$ cat src/rtl/camera_sensor_emulator.sv
// camera_sensor_emulator
// Transmit side of a parallel camera pixel interface (MT9V034 style). Generates
// FRAME_VALID / LINE_VALID / DATA_OUT with programmable geometry and blanking,
// and one of four test patterns chosen per frame.
//
// Optional build macro: CAMERA_EMU_FRAME_TAG_EN
//   When defined, pixel (row 0, col 0) of every frame carries FRAME_COUNT[9:0]
//   (the value after the frame increment) instead of the selected pattern.
//
// Every output is a register. The output process works from the *next* state
// and counters, so the outputs line up cycle-for-cycle with the state the FSM
// enters on that edge.
module camera_sensor_emulator #(
  parameter int WIDTH       = 752,
  parameter int HEIGHT      = 480,
  parameter int FRONT_PORCH = 1,
  parameter int LINE_BLANK  = 94,
  parameter int BACK_PORCH  = 1,
  parameter int FRAME_BLANK = 2
) (
  input  logic        PIXCLK,
  input  logic        RESET_N,
  input  logic        ENABLE,
  input  logic [1:0]  PATTERN_SEL,
  output logic        FRAME_VALID,
  output logic        LINE_VALID,
  output logic [9:0]  DATA_OUT,
  output logic        FRAME_START,
  output logic [15:0] FRAME_COUNT
);

  // Counter sizing: every counter needs at least one bit.
  localparam int COL_W = $clog2((WIDTH  < 2) ? 2 : WIDTH);
  localparam int ROW_W = $clog2((HEIGHT < 2) ? 2 : HEIGHT);

  // One shared blanking counter covers all porch/blank intervals.
  localparam int BLK_M1  = (FRONT_PORCH > LINE_BLANK) ? FRONT_PORCH : LINE_BLANK;
  localparam int BLK_M2  = (BACK_PORCH  > FRAME_BLANK) ? BACK_PORCH : FRAME_BLANK;
  localparam int BLK_MAX = (BLK_M1 > BLK_M2) ? BLK_M1 : BLK_M2;
  localparam int BLK_W   = $clog2((BLK_MAX < 2) ? 2 : BLK_MAX);

  // Terminal values: counters stop at these and return to zero.
  localparam logic [COL_W-1:0] COL_LAST = COL_W'(WIDTH - 1);
  localparam logic [ROW_W-1:0] ROW_LAST = ROW_W'(HEIGHT - 1);
  localparam logic [BLK_W-1:0] FP_LAST  = BLK_W'(FRONT_PORCH - 1);
  localparam logic [BLK_W-1:0] LB_LAST  = BLK_W'(LINE_BLANK - 1);
  localparam logic [BLK_W-1:0] BP_LAST  = BLK_W'(BACK_PORCH - 1);
  localparam logic [BLK_W-1:0] FB_LAST  = BLK_W'(FRAME_BLANK - 1);

  localparam logic [COL_W-1:0] COL_ZERO = {COL_W{1'b0}};
  localparam logic [ROW_W-1:0] ROW_ZERO = {ROW_W{1'b0}};
  localparam logic [BLK_W-1:0] BLK_ZERO = {BLK_W{1'b0}};
  localparam logic [COL_W-1:0] COL_ONE  = COL_W'(1);
  localparam logic [ROW_W-1:0] ROW_ONE  = ROW_W'(1);
  localparam logic [BLK_W-1:0] BLK_ONE  = BLK_W'(1);

  typedef enum logic [2:0] {
    ST_IDLE   = 3'd0,
    ST_FRONT  = 3'd1,
    ST_ACTIVE = 3'd2,
    ST_LBLANK = 3'd3,
    ST_BACK   = 3'd4,
    ST_FBLANK = 3'd5
  } state_t;

  state_t            state_q, state_d;
  logic [COL_W-1:0]  col_q, col_d;
  logic [ROW_W-1:0]  row_q, row_d;
  logic [BLK_W-1:0]  blk_q, blk_d;
  logic [1:0]        sel_q, sel_d;
  logic [15:0]       count_q, count_d;
  logic              start_d;

  logic              fv_q, fv_d;
  logic              lv_q, lv_d;
  logic [9:0]        data_q, data_d;
  logic              start_q;

  // Test-pattern value for one pixel; row/col arrive already truncated to 10 bits.
  function automatic logic [9:0] pattern_pixel(input logic [1:0] sel,
                                               input logic [9:0] row,
                                               input logic [9:0] col);
    logic [9:0] pix;
    case (sel)
      2'd0:    pix = {row[4:0], col[4:0]};
      2'd1:    pix = col;
      2'd2:    pix = row;
      2'd3:    pix = (row[3] ^ col[3]) ? 10'h3FF : 10'h000;
      default: pix = 10'h000;
    endcase
    return pix;
  endfunction

  // State register: the FSM position, restarted to IDLE by reset.
  always_ff @(posedge PIXCLK or negedge RESET_N) begin
    if (!RESET_N) begin
      state_q <= ST_IDLE;
    end else begin
      state_q <= state_d;
    end
  end

  // Next-state logic: state transitions plus the row/column/blanking counters,
  // the per-frame pattern latch and the frame counter.
  always_comb begin
    state_d = state_q;
    col_d   = col_q;
    row_d   = row_q;
    blk_d   = blk_q;
    sel_d   = sel_q;
    count_d = count_q;
    start_d = 1'b0;
    case (state_q)
      ST_IDLE: begin
        if (ENABLE) begin
          state_d = ST_FRONT;
          blk_d   = BLK_ZERO;
          sel_d   = PATTERN_SEL;
          count_d = count_q + 16'd1;
          start_d = 1'b1;
        end else begin
          state_d = ST_IDLE;
        end
      end
      ST_FRONT: begin
        if (blk_q == FP_LAST) begin
          state_d = ST_ACTIVE;
          blk_d   = BLK_ZERO;
          row_d   = ROW_ZERO;
          col_d   = COL_ZERO;
        end else begin
          blk_d = blk_q + BLK_ONE;
        end
      end
      ST_ACTIVE: begin
        if (col_q == COL_LAST) begin
          col_d = COL_ZERO;
          blk_d = BLK_ZERO;
          if (row_q == ROW_LAST) begin
            state_d = ST_BACK;
          end else begin
            state_d = ST_LBLANK;
          end
        end else begin
          col_d = col_q + COL_ONE;
        end
      end
      ST_LBLANK: begin
        if (blk_q == LB_LAST) begin
          state_d = ST_ACTIVE;
          blk_d   = BLK_ZERO;
          row_d   = row_q + ROW_ONE;
          col_d   = COL_ZERO;
        end else begin
          blk_d = blk_q + BLK_ONE;
        end
      end
      ST_BACK: begin
        if (blk_q == BP_LAST) begin
          state_d = ST_FBLANK;
          blk_d   = BLK_ZERO;
        end else begin
          blk_d = blk_q + BLK_ONE;
        end
      end
      ST_FBLANK: begin
        if (blk_q == FB_LAST) begin
          state_d = ST_IDLE;
          blk_d   = BLK_ZERO;
          row_d   = ROW_ZERO;
          col_d   = COL_ZERO;
        end else begin
          blk_d = blk_q + BLK_ONE;
        end
      end
      default: begin
        state_d = ST_IDLE;
        blk_d   = BLK_ZERO;
        row_d   = ROW_ZERO;
        col_d   = COL_ZERO;
      end
    endcase
  end

  // Output decode: what the interface pins must show once the FSM enters state_d.
  always_comb begin
    fv_d   = 1'b0;
    lv_d   = 1'b0;
    data_d = 10'h000;
    case (state_d)
      ST_FRONT, ST_LBLANK, ST_BACK: begin
        fv_d = 1'b1;
      end
      ST_ACTIVE: begin
        fv_d = 1'b1;
        lv_d = 1'b1;
`ifdef CAMERA_EMU_FRAME_TAG_EN
        if ((row_d == ROW_ZERO) && (col_d == COL_ZERO)) begin
          data_d = count_d[9:0];
        end else begin
          data_d = pattern_pixel(sel_d, 10'(row_d), 10'(col_d));
        end
`else
        data_d = pattern_pixel(sel_d, 10'(row_d), 10'(col_d));
`endif
      end
      default: begin
        fv_d = 1'b0;
      end
    endcase
  end

  // Datapath and output registers: counters, pattern latch and the interface pins.
  always_ff @(posedge PIXCLK or negedge RESET_N) begin
    if (!RESET_N) begin
      col_q   <= COL_ZERO;
      row_q   <= ROW_ZERO;
      blk_q   <= BLK_ZERO;
      sel_q   <= 2'd0;
      count_q <= 16'd0;
      fv_q    <= 1'b0;
      lv_q    <= 1'b0;
      data_q  <= 10'h000;
      start_q <= 1'b0;
    end else begin
      col_q   <= col_d;
      row_q   <= row_d;
      blk_q   <= blk_d;
      sel_q   <= sel_d;
      count_q <= count_d;
      fv_q    <= fv_d;
      lv_q    <= lv_d;
      data_q  <= data_d;
      start_q <= start_d;
    end
  end

  assign FRAME_VALID = fv_q;
  assign LINE_VALID  = lv_q;
  assign DATA_OUT    = data_q;
  assign FRAME_START = start_q;
  assign FRAME_COUNT = count_q;

endmodule

$ cat config.mk
export PLATFORM = sky130hd
export DESIGN_NAME = camera_sensor_emulator
export DESIGN_NICKNAME = d
export VERILOG_FILES = /design/src/rtl/camera_sensor_emulator.sv
export SDC_FILE = /design/constraint.sdc
export NUM_CORES = 1
export LEC_CHECK = 0
export ABC_AREA = 1
export CORE_MARGIN = 1.5
export CORE_UTILIZATION = 25
export DETAILED_ROUTE_END_ITERATION = 8
export GPL_TIMING_DRIVEN = 1
export SYNTH_ARGS = -nofsm -noshare
export SYNTH_HDL_FRONTEND = slang
export SYNTH_SLANG_ARGS = --single-unit
$ cat constraint.sdc
create_clock -name PIXCLK -period 4 [get_ports PIXCLK]
set_input_delay 1 -clock PIXCLK [delete_from_list [all_inputs] [get_ports PIXCLK]]
set_output_delay 1 -clock PIXCLK [all_outputs]
set_load 0.05 [all_outputs]
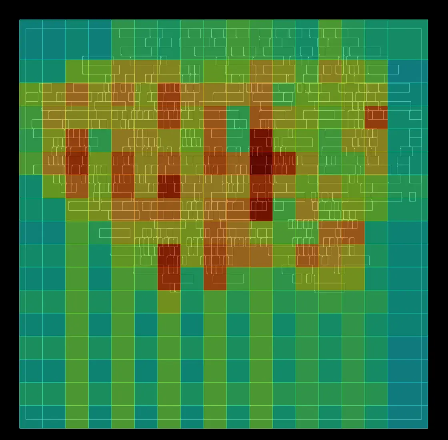
Figure 1: run 1, routing congestion.
final core occ: 31.8%
routing usage on met2: 20.1%

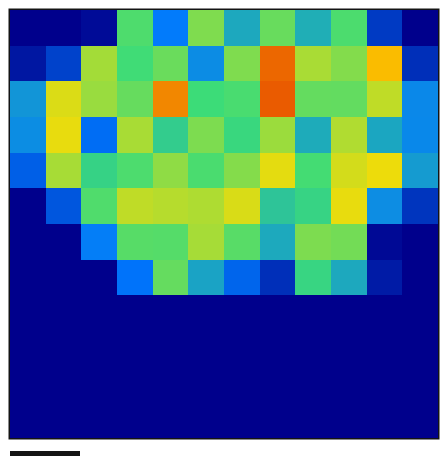
Figure 2: run 1, cell area per tile.
The bar under the picture is 20 um long. 12 x 12 tiles, from dark blue (low) to red (high), 0 to 100% covered.
mean over tiles = 28%
tiles over 75% full = 2.8%
fullest tile = 90%
nearly empty tiles = 42%
densest ninth of the die = top middle
CORE AREA: 13900 um2
pre-placement core utilization: 25.7%

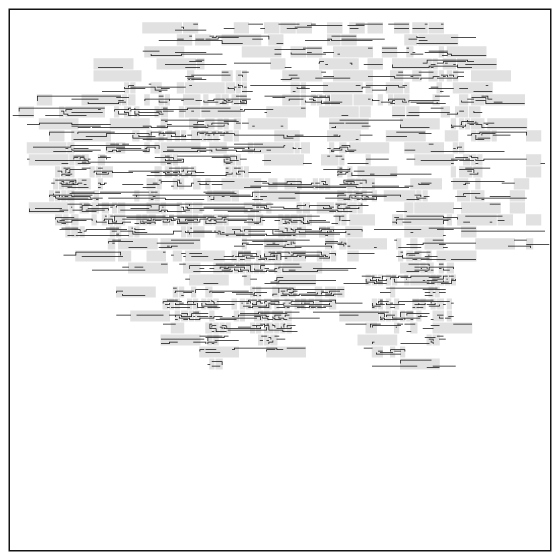
Figure 3: run 1, met1 routing.
longest straight run = 39.6 um
share of all routed wire = 46%
main direction = horizontal

==> metrics.yaml, run 1 <==
hold_start: "FRAME_COUNT[15]"
clkLatencyLatePin_ps: 330
p_int_mw: 1.11
peakVddDrop_v: 0.000217
grt_first_pass_wirelength_um: 14800
tns_ps: 0
port_buffers: 33
postSynthSeqShare_pct: 42.1
maxSlewViolCount: 0
grt_antenna_before_repair: 0
top_cells_by_count: "nand2_1 (110), dfrtp_1 (60), nor2_1 (56)"
power_leakage_nw: 2.12
top_area_share_pct: 42.1
worstPathArrival_ps: 1610
grt_overflow: 0
path_class: "reg2out"
chip_area_um2: 15000
drtIter0Drc: 194
cp_num_buf_inv: 1
gp_congestion: 0.910
cts_tree: "built"
critPathLaunch: "FRAME_COUNT[4]"
clockBufferDepth: 2
drive_gt1_share_pct: 13.2
synthFlopType: "dfrtp_1"
min_path_type: "reg2reg"
io_pins: 34
hold_buffers: 0
routedWlPerCell_um: 12.6
r2r_start: "state_q[2]"
die_y_um: 122
dr.max_layer_used: "met4"
route.met3.wl_um: 440
synth_cell_type_count: 38
end_kind: "output pin"
p_per_area_nw_per_um2: 319
vias: 3110
whs_ps: 491
required_ps: 3000
rows: 43
setup_viol_count_final: 0
top_area_cell: "dfrtp_1"
die_w_um: 122
clkPwrFrac_pct: 55.6
first_global_vias: 3037
worst_pin_slew_ps: 824
synthCells: 461
rsz0062_at_grt: "false"
logic_area_um2: 1800
edf_count: 0
routed_wl_um: 8660
ys_area_um2: 3560
largest_reg_flops: 16
htree_levels: 3
cp-start-kind: "flop"
grt_use_total_pct: 12.7
final_nets: 514
post_cts_buffers: 0
pwr-share-comb_pct: 1.2
finalHoldViolCount: 0
slew_headroom_pct: 44.9
status: "complete, no violations"
crit_chain: "clkdlybuf4s50_1"
numPlacedInstances: 672
top_cell: "nand2_1"
netlist_area_um2: 3560
cts_root_buf: "clkbuf_16"
period_needed_ps: 2610
max_freq_mhz: 382
avgViaCountPerCell: 4.52
drc: 0
fp_nets: 472
ant_nets: 0
dr.pass1.iters: 4
==> run 1: final timing paths <==
path | cells after the start | end | slack [ps]
max | 1 | FRAME_COUNT[4] | 1390
min | 1 | FRAME_COUNT[15] | 490
max reg2reg | 11 | DATA_OUT[7] | 1570
min reg2reg | 1 | FRAME_COUNT[15] | 490
max in group asynchronous | 2 | DATA_OUT[9] | 2370
min in group asynchronous | 1 | FRAME_COUNT[15] | 750
==> run 1: cell families (layout without fill, tap and decap cells) <==
kind of cell,Yosys count,after routing,share of synthesized area (%)
and+or+nand+nor,271,271,37.7
buffers and inverters,67,114,7.23
DFF,60,60,42.1
AOI/OAI and AO/OA,40,40,6.64
xor gates and xnor gates,17,17,4.18
adders and majority gates,6,6,2.11
==> run 1: placed cells by master, fill, tap and decap left out, types with 4 or more instances in the layout <==
cell type / Yosys / routed
nand2_1: 110 / 110
dfrtp_1: 60 / 60
nor2_1: 56 / 56
inv_1: 55 / 55
nand3_1: 45 / 45
clkdlybuf4s50_1: 0 / 32
o21ai_0: 17 / 17
nand2_2: 14 / 14
xor2_1: 12 / 12
nand4_1: 10 / 10
clkbuf_16: 0 / 9
inv_2: 8 / 8
a21oi_1: 8 / 8
ha_1: 6 / 6
xnor2_1: 5 / 5
nor2_2: 5 / 5
o21ai_1: 5 / 5
nor2_4: 5 / 5
nand2_4: 4 / 4
nor3_1: 4 / 4
nand3b_1: 4 / 4
==> run 1: per-layer routing <==
| metal | GRT usage [%] | up-vias |
|---|---|---|
| li1 | - | 1556 |
| met1 | 16.6 | 1476 |
| met2 | 20.1 | 65 |
| met3 | 4.28 | 13 |
| met4 | 3.27 | 0 |
| met5 | 0 | - |
==> run 1: final cells by class <==
type	count	area share, %
inverters	64	5.51
well taps	180	5.11
flip-flops and latches	60	34.1
repair buffers	34	7.55
multi-input cells	334	40.9
clock buffers	10	5.42
clock inverters	6	1.45
==> run 1: worst reg2reg max path, delay by kind of cell, from the launching register on <==
family,cells,cell delay (ps)
AND/OR/NAND/NOR,9,1580
flip-flops,1,470
AND-OR/OR-AND,1,240
buffers and inverters,1,60
==> run 1: through the flow <==
| stage | utilization (%) | instance area, um2 | setup slack, ps | power [mW] |
|---|---|---|---|---|
| 6_report | 31.8 | 4410 | 1390 | 1.41 |
| 5_1_grt | 31.8 | 4410 | 1280 | 1.46 |
| 3_3_place_gp | 29.6 | 4110 | 1280 | 0.637 |
| 4_1_cts | 31.8 | 4410 | 1370 | 1.42 |
| 2_1_floorplan | - | 3560 | 2010 | 0.618 |
| 3_5_place_dp | 29.6 | 4110 | 1270 | 0.637 |
==> run 1: power by group through the flow <==
stage	Combinational, mW	Clock [mW]	Sequential (mW)
2_1_floorplan	0.000182	0	0.618
3_3_place_gp	0.0189	0	0.618
3_5_place_dp	0.0188	0	0.618
4_1_cts	0.0189	0.797	0.607
5_1_grt	0.0205	0.830	0.607
6_report	0.0176	0.782	0.607
--- run 2 (diff from run 1) ---
Clock period 4 ns to 2.58 ns, I/O delays scaled along.
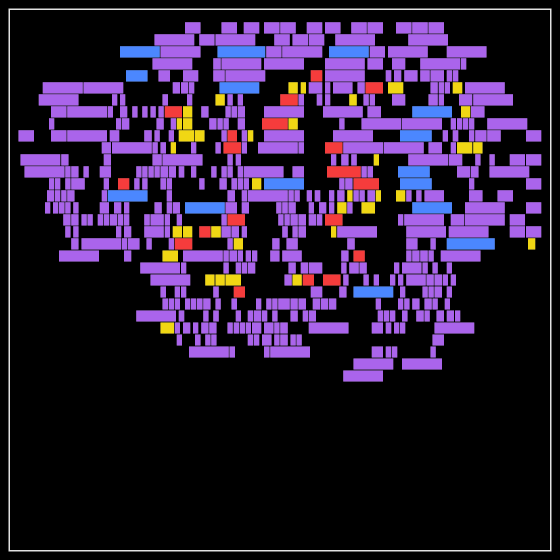
Figure 4: run 2, cell sizes after repair.
red -> drive 3 to 4  # cells 19, share 3.7%
purple -> drive 1 or less  # cells 441, share 86%
blue -> drive 6 and up  # cells 15, share 2.9%
yellow -> drive 2  # cells 36, share 7.0%
min setup slack post-route: 319 ps
post-route cell area: 4470 um2
Area growth syn-to-layout: 25.4%
Non-clk bufs: 37

==> metrics.yaml, run 2 <==
die_w_um: 122  # unchanged
rows: 43  # unchanged
clkLatencyLatePin_ps: 330  # about the same
routed_wl_um: 8760  # was 8660 um
largest_reg_flops: 16  # unchanged
cp-start-kind: "flop"  # unchanged
chip_area_um2: 15000  # unchanged
fp_nets: 472  # unchanged
first_global_vias: 2993  # was 3037
synthFlopType: "dfrtp_1"  # unchanged
dr.pass1.iters: 5  # was 4
vias: 3086  # was 3110
layout_top_cell: "nand2_1"  # unchanged
avgViaCountPerCell: 4.47  # was 4.52
drive_gt1_share_pct: 13.7  # was 13.2%
setup_viol_count_final: 0  # unchanged
critPathCapture: "FRAME_COUNT[4]"  # unchanged
grt_antenna_before_repair: 0  # unchanged
worst_pin_slew_ps: 518  # was 824 ps
utilization_pct: 32.2  # was 31.8%
clockBufferDepth: 2  # unchanged
logic_area_um2: 1800  # unchanged
htree_levels: 3  # unchanged
crit_chain: "clkdlybuf4s50_1"  # unchanged
placed_area_um2: 4140  # was 4110 um2
port_buffers: 33  # unchanged
ant_nets: 0  # unchanged
cts_tree: "built"  # unchanged
core_area_um2: 13900  # unchanged
io_pins: 34  # unchanged
ff2ff_path_depth: 13  # was 11
edf_count: 0  # unchanged
routedWlPerCell_um: 12.7  # was 12.6 um
reg2reg_to: "DATA_OUT[7]"  # unchanged
max_freq_mhz: 442
top_area_share_pct: 42.1  # unchanged
power_leakage_nw: 2.14  # was 2.12 nW
finalHoldViolCount: 0  # unchanged
fp_util_pct: 25.7  # unchanged
gp_congestion: 0.864  # was 0.910
slew_headroom_pct: 65.4  # was 44.9%
tns_ps: 0  # unchanged
reg2reg_slack_ps: 320  # was 1570 ps
final_nets: 517  # was 514
hold_buffers: 0  # unchanged
p_per_area_nw_per_um2: 510  # was 319 nW/um2
required_ps: 1930  # was 3000 ps
postSynthSeqShare_pct: 42.1  # unchanged
status: "complete, no violations"  # unchanged
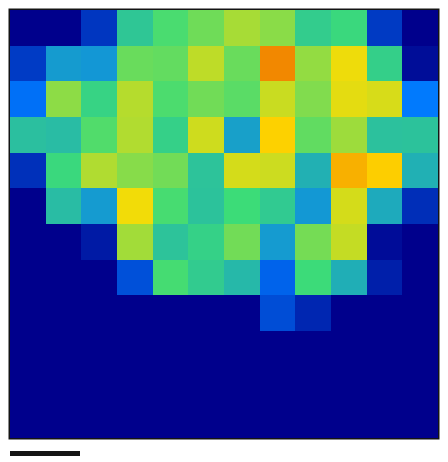
Figure 5: run 2, cell area per tile.
The bar under the picture is 20 um long. 12 x 12 tiles, from dark blue (low) to red (high), 0 to 100% covered.
densest ninth of the die = top middle
mean over tiles = 28%
fullest tile = 85%
emptiest ninth of the die = bottom left

==> run 2: cell counts after synthesis <==
Identical to the previous run, type by type.
==> run 2: where the power goes <==
part	internal, mW	switching (mW)
Clock	0.869	0.438
Combinational	0.00867	0.0223
Sequential	0.942	0
==> run 2: routing by layer <==
layer | vias up | GRT usage [%] | wire length, um
li1 | 1563 | - | -
met3 | 6 | 4.00 | 382
met2 | 49 | 20.0 | 4180
met5 | - | 0 | 0
met4 | 0 | 2.69 | 44
met1 | 1468 | 16.7 | 4160
==> run 2: worst min-delay path by stage <==
stage                 endpoint  slack, ps  cells past startpoint
2_1_floorplan      DATA_OUT[0]        350                      0
3_3_place_gp   FRAME_COUNT[15]        470                      1
3_5_place_dp   FRAME_COUNT[15]        470                      1
4_1_cts        FRAME_COUNT[14]        290                      1
5_1_grt        FRAME_COUNT[14]        320                      1
6_report       FRAME_COUNT[14]        280                      1
==> run 2: cells by family after synthesis <==
group / synth area share [%]
flip-flops: 42.1
AND/OR/NAND/NOR: 37.7
AND-OR/OR-AND: 6.64
buffers and inverters: 7.23
adder cells (fa/ha/maj): 2.11
XOR/XNOR: 4.18
==> run 2: through the flow <==
step	worst slack (ps)	instances	power, mW
final	319	691	2.28
after global routing	13.2	691	2.36
after CTS	284	691	2.31
after detailed placement	160	675	0.991
after global placement	213	675	0.991
after floorplan	685	461	0.959
==> run 2: layout make-up <==
type,count,share of cell area (%)
inverters,64,5.43
repair buffers,37,8.23
clock inverters,6,1.96
well taps,180,5.04
multi-input cells,334,40.4
flip-flops and latches,60,33.6
clock buffers,10,5.35
--- run 3 (diff from run 2) ---
--- a/config.mk
+++ b/config.mk
@@ -8,2 +8,3 @@
 export ABC_AREA = 1
+export ABC_CLOCK_PERIOD_IN_PS = 2580
 export CORE_MARGIN = 1.5
@@ -15 +16,2 @@
 export SYNTH_SLANG_ARGS = --single-unit
+export TNS_END_PERCENT = 20
==> constraint.sdc (replaced) <==
create_clock -name PIXCLK -period 2.58 [get_ports PIXCLK]
set_input_delay 0.258 -clock PIXCLK [delete_from_list [all_inputs] [get_ports PIXCLK]]
set_output_delay 0.258 -clock PIXCLK [all_outputs]
set_load 0.05 [all_outputs]
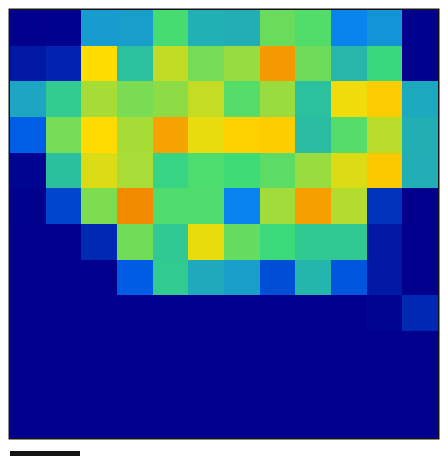
Figure 6: run 3, cell area per tile.
The bar under the picture is 20 um long. 12 x 12 tiles, from dark blue (low) to red (high), 0 to 100% covered.
nearly empty tiles = 42%
tiles over 75% full = 6.2%
densest ninth of the die = top middle
fullest tile = 84%
final core occ: 32.1%

==> metrics.yaml, run 3 <==
clkLatencyLatePin_ps: 330  # about the same
tns_ps: 0  # unchanged
max_freq_mhz: 450  # was 442 MHz
synthCells: 461  # unchanged
path_class: "reg2reg"  # was reg2out
status: "complete, no violations"  # unchanged
die_y_um: 122  # unchanged
fp_nets: 472  # unchanged
ys_area_um2: 3560  # unchanged
largest_reg_flops: 16  # unchanged
min_path_type: "in2async"  # unchanged
antenna_cells: 0  # unchanged
gp_congestion: 0.955  # was 0.864
worst_pin_slew_ps: 523  # was 518 ps
first_global_vias: 2972  # was 2993
fp_util_pct: 25.7  # unchanged
htree_levels: 3  # unchanged
ant_nets: 0  # unchanged
period_needed_ps: 2220  # was 2260 ps
port_buffers: 33  # unchanged
edf_count: 0  # unchanged
worstPathArrival_ps: 2430  # was 1620 ps
grt_first_pass_wirelength_um: 14800  # was 14700 um
netlist_area_um2: 3560  # unchanged
cts_tree: "built"  # unchanged
setup_viol_count_final: 0  # unchanged
slew_headroom_pct: 65.0  # was 65.4%
p_per_area_nw_per_um2: 492  # was 510 nW/um2
crit_fanout: 8  # was 6
fin_cells: 693  # was 691
avgViaCountPerCell: 4.50  # was 4.47
grt_max_degree: 28  # was 27
core_area_um2: 13900  # unchanged
drtIter0Drc: 239  # was 215
cp-start-kind: "flop"  # unchanged
routed_wl_um: 8670  # was 8760 um
r2r_start: "blk_q[1]"  # unchanged
io_pins: 34  # unchanged
synthFlopType: "dfrtp_1"  # unchanged
mostFrequentLayoutCells: "nand2_1 (110), dfrtp_1 (60), nor2_1 (56)"  # unchanged
reg2reg_to: "DATA_OUT[6]"  # was DATA_OUT[7]
drive_gt1_share_pct: 13.6  # was 13.7%
numPlacedInstances: 676  # was 675
finalPower_mw: 2.19  # was 2.28 mW
place_hpwl_um: 6500  # was 6730 um
hold_buffers: 1  # was 0
cts_root_buf: "clkbuf_16"  # unchanged
post_cts_buffers: 0  # unchanged
ff2ff_path_depth: 12  # was 13
dr.pass1.iters: 5  # unchanged
die_w_um: 122  # unchanged
vias: 3117  # was 3086
grt_overflow: 0  # unchanged
whs_ps: 368  # was 281 ps
postSynthSeqShare_pct: 42.1  # unchanged
layout_top_cell: "nand2_1"  # unchanged
required_ps: 2790  # was 1930 ps
chip_area_um2: 15000  # unchanged
final_nets: 519  # was 517
maxSlewViolCount: 0  # unchanged
clockBufferDepth: 2  # unchanged
synth_cell_type_count: 38  # unchanged
place_ws_ps: 389  # was 160 ps
placed_area_um2: 4140  # about the same
top_area_cell: "dfrtp_1"  # unchanged
grt_antenna_before_repair: 0  # unchanged
routedWlPerCell_um: 12.5  # was 12.7 um
rows: 43  # unchanged
end_kind: "flop"  # was output pin
drc: 0  # unchanged
power_leakage_nw: 2.15  # was 2.14 nW
top_cell: "nand2_1"  # unchanged
rsz0062_at_grt: "false"  # unchanged
reg2reg_slack_ps: 360  # was 320 ps
peakVddDrop_v: 0.000303  # was 0.000263 V
maxCapViolations: 0  # unchanged
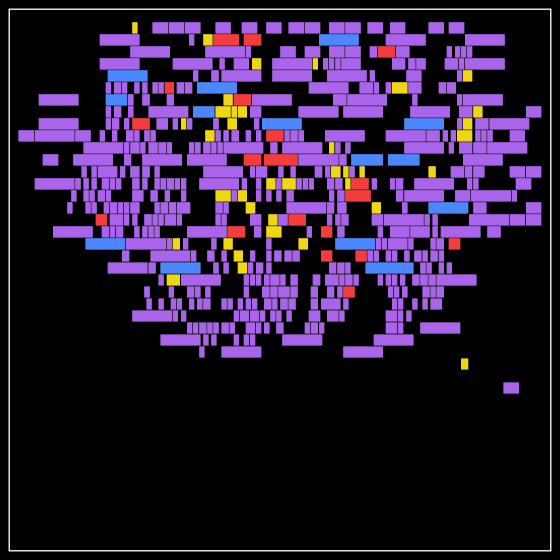
Figure 7: run 3, cell sizes after repair.
purple -> drive 1 or less  # cells 443, share 86%
yellow -> drive 2  # cells 37, share 7.2%
blue -> drive 6 and up  # cells 14, share 2.7%
red -> drive 3 to 4  # cells 19, share 3.7%
post-route cell area: 4450 um2
min setup slack post-route: 360 ps
Area growth syn-to-layout: 24.9%
Non-clk bufs: 39

## run 3: logic make-up (layout without fill, tap and decap cells)
family,after synthesis,after routing,share of synthesized area [%]
AND-OR/OR-AND,40,40,6.64
adder cells (fa/ha/maj),6,6,2.11
flip-flops,60,60,42.1
buffers and inverters,67,119,7.23
AND/OR/NAND/NOR,271,271,37.7
XOR/XNOR,17,17,4.18
## run 3: worst max path at each step
stage                               from         endpoint  slack, ps
after floorplan           FRAME_COUNT[0]  FRAME_COUNT[14]        690
after global placement          blk_q[1]      DATA_OUT[6]        470
after detailed placement        blk_q[1]      DATA_OUT[6]        390
after CTS                       blk_q[1]      DATA_OUT[6]        380
after global routing            blk_q[1]      DATA_OUT[8]        190
final                           blk_q[1]      DATA_OUT[6]        360
## run 3: cell type report
cell class              instances  area (um2)  share of cell area [%]
multi-input cells             334        1800                    40.5
clock buffers                  12         256                    5.76
well taps                     180         225                    5.06
inverters                      64         243                    5.45
repair buffers                 39         373                    8.38
flip-flops and latches         60        1500                    33.7
clock inverters                 4        47.5                    1.07
## run 3: where the power goes
part | switching [mW] | internal, mW
clock network | 0.422 | 0.796
logic | 0.0217 | 0.00761
registers | 0 | 0.942
total | 0.444 | 1.75
## run 3: worst max-delay path, cell delays in order (launching register included)
cell and delay [ps]:
dfrtp_1 380, inv_1 120, ha_1 180, nand2_1 60, nor2_1 80, nand2_1 190
buf_4 220, o211ai_1 160, nand2_1 70, nor2_1 270, inv_1 150, o21ai_1 170
a21oi_1 60
## run 3: layer usage
metal / part of all wire [%] / vias to the layer above / global-route usage [%]
li1: - / 1564 / -
met1: 48 / 1450 / 17.4
met2: 45 / 93 / 18.8
met3: 5.8 / 10 / 4.23
met4: 1.2 / 0 / 2.76
met5: 0 / - / 0
Power is estimated from default activity; no workload was simulated.
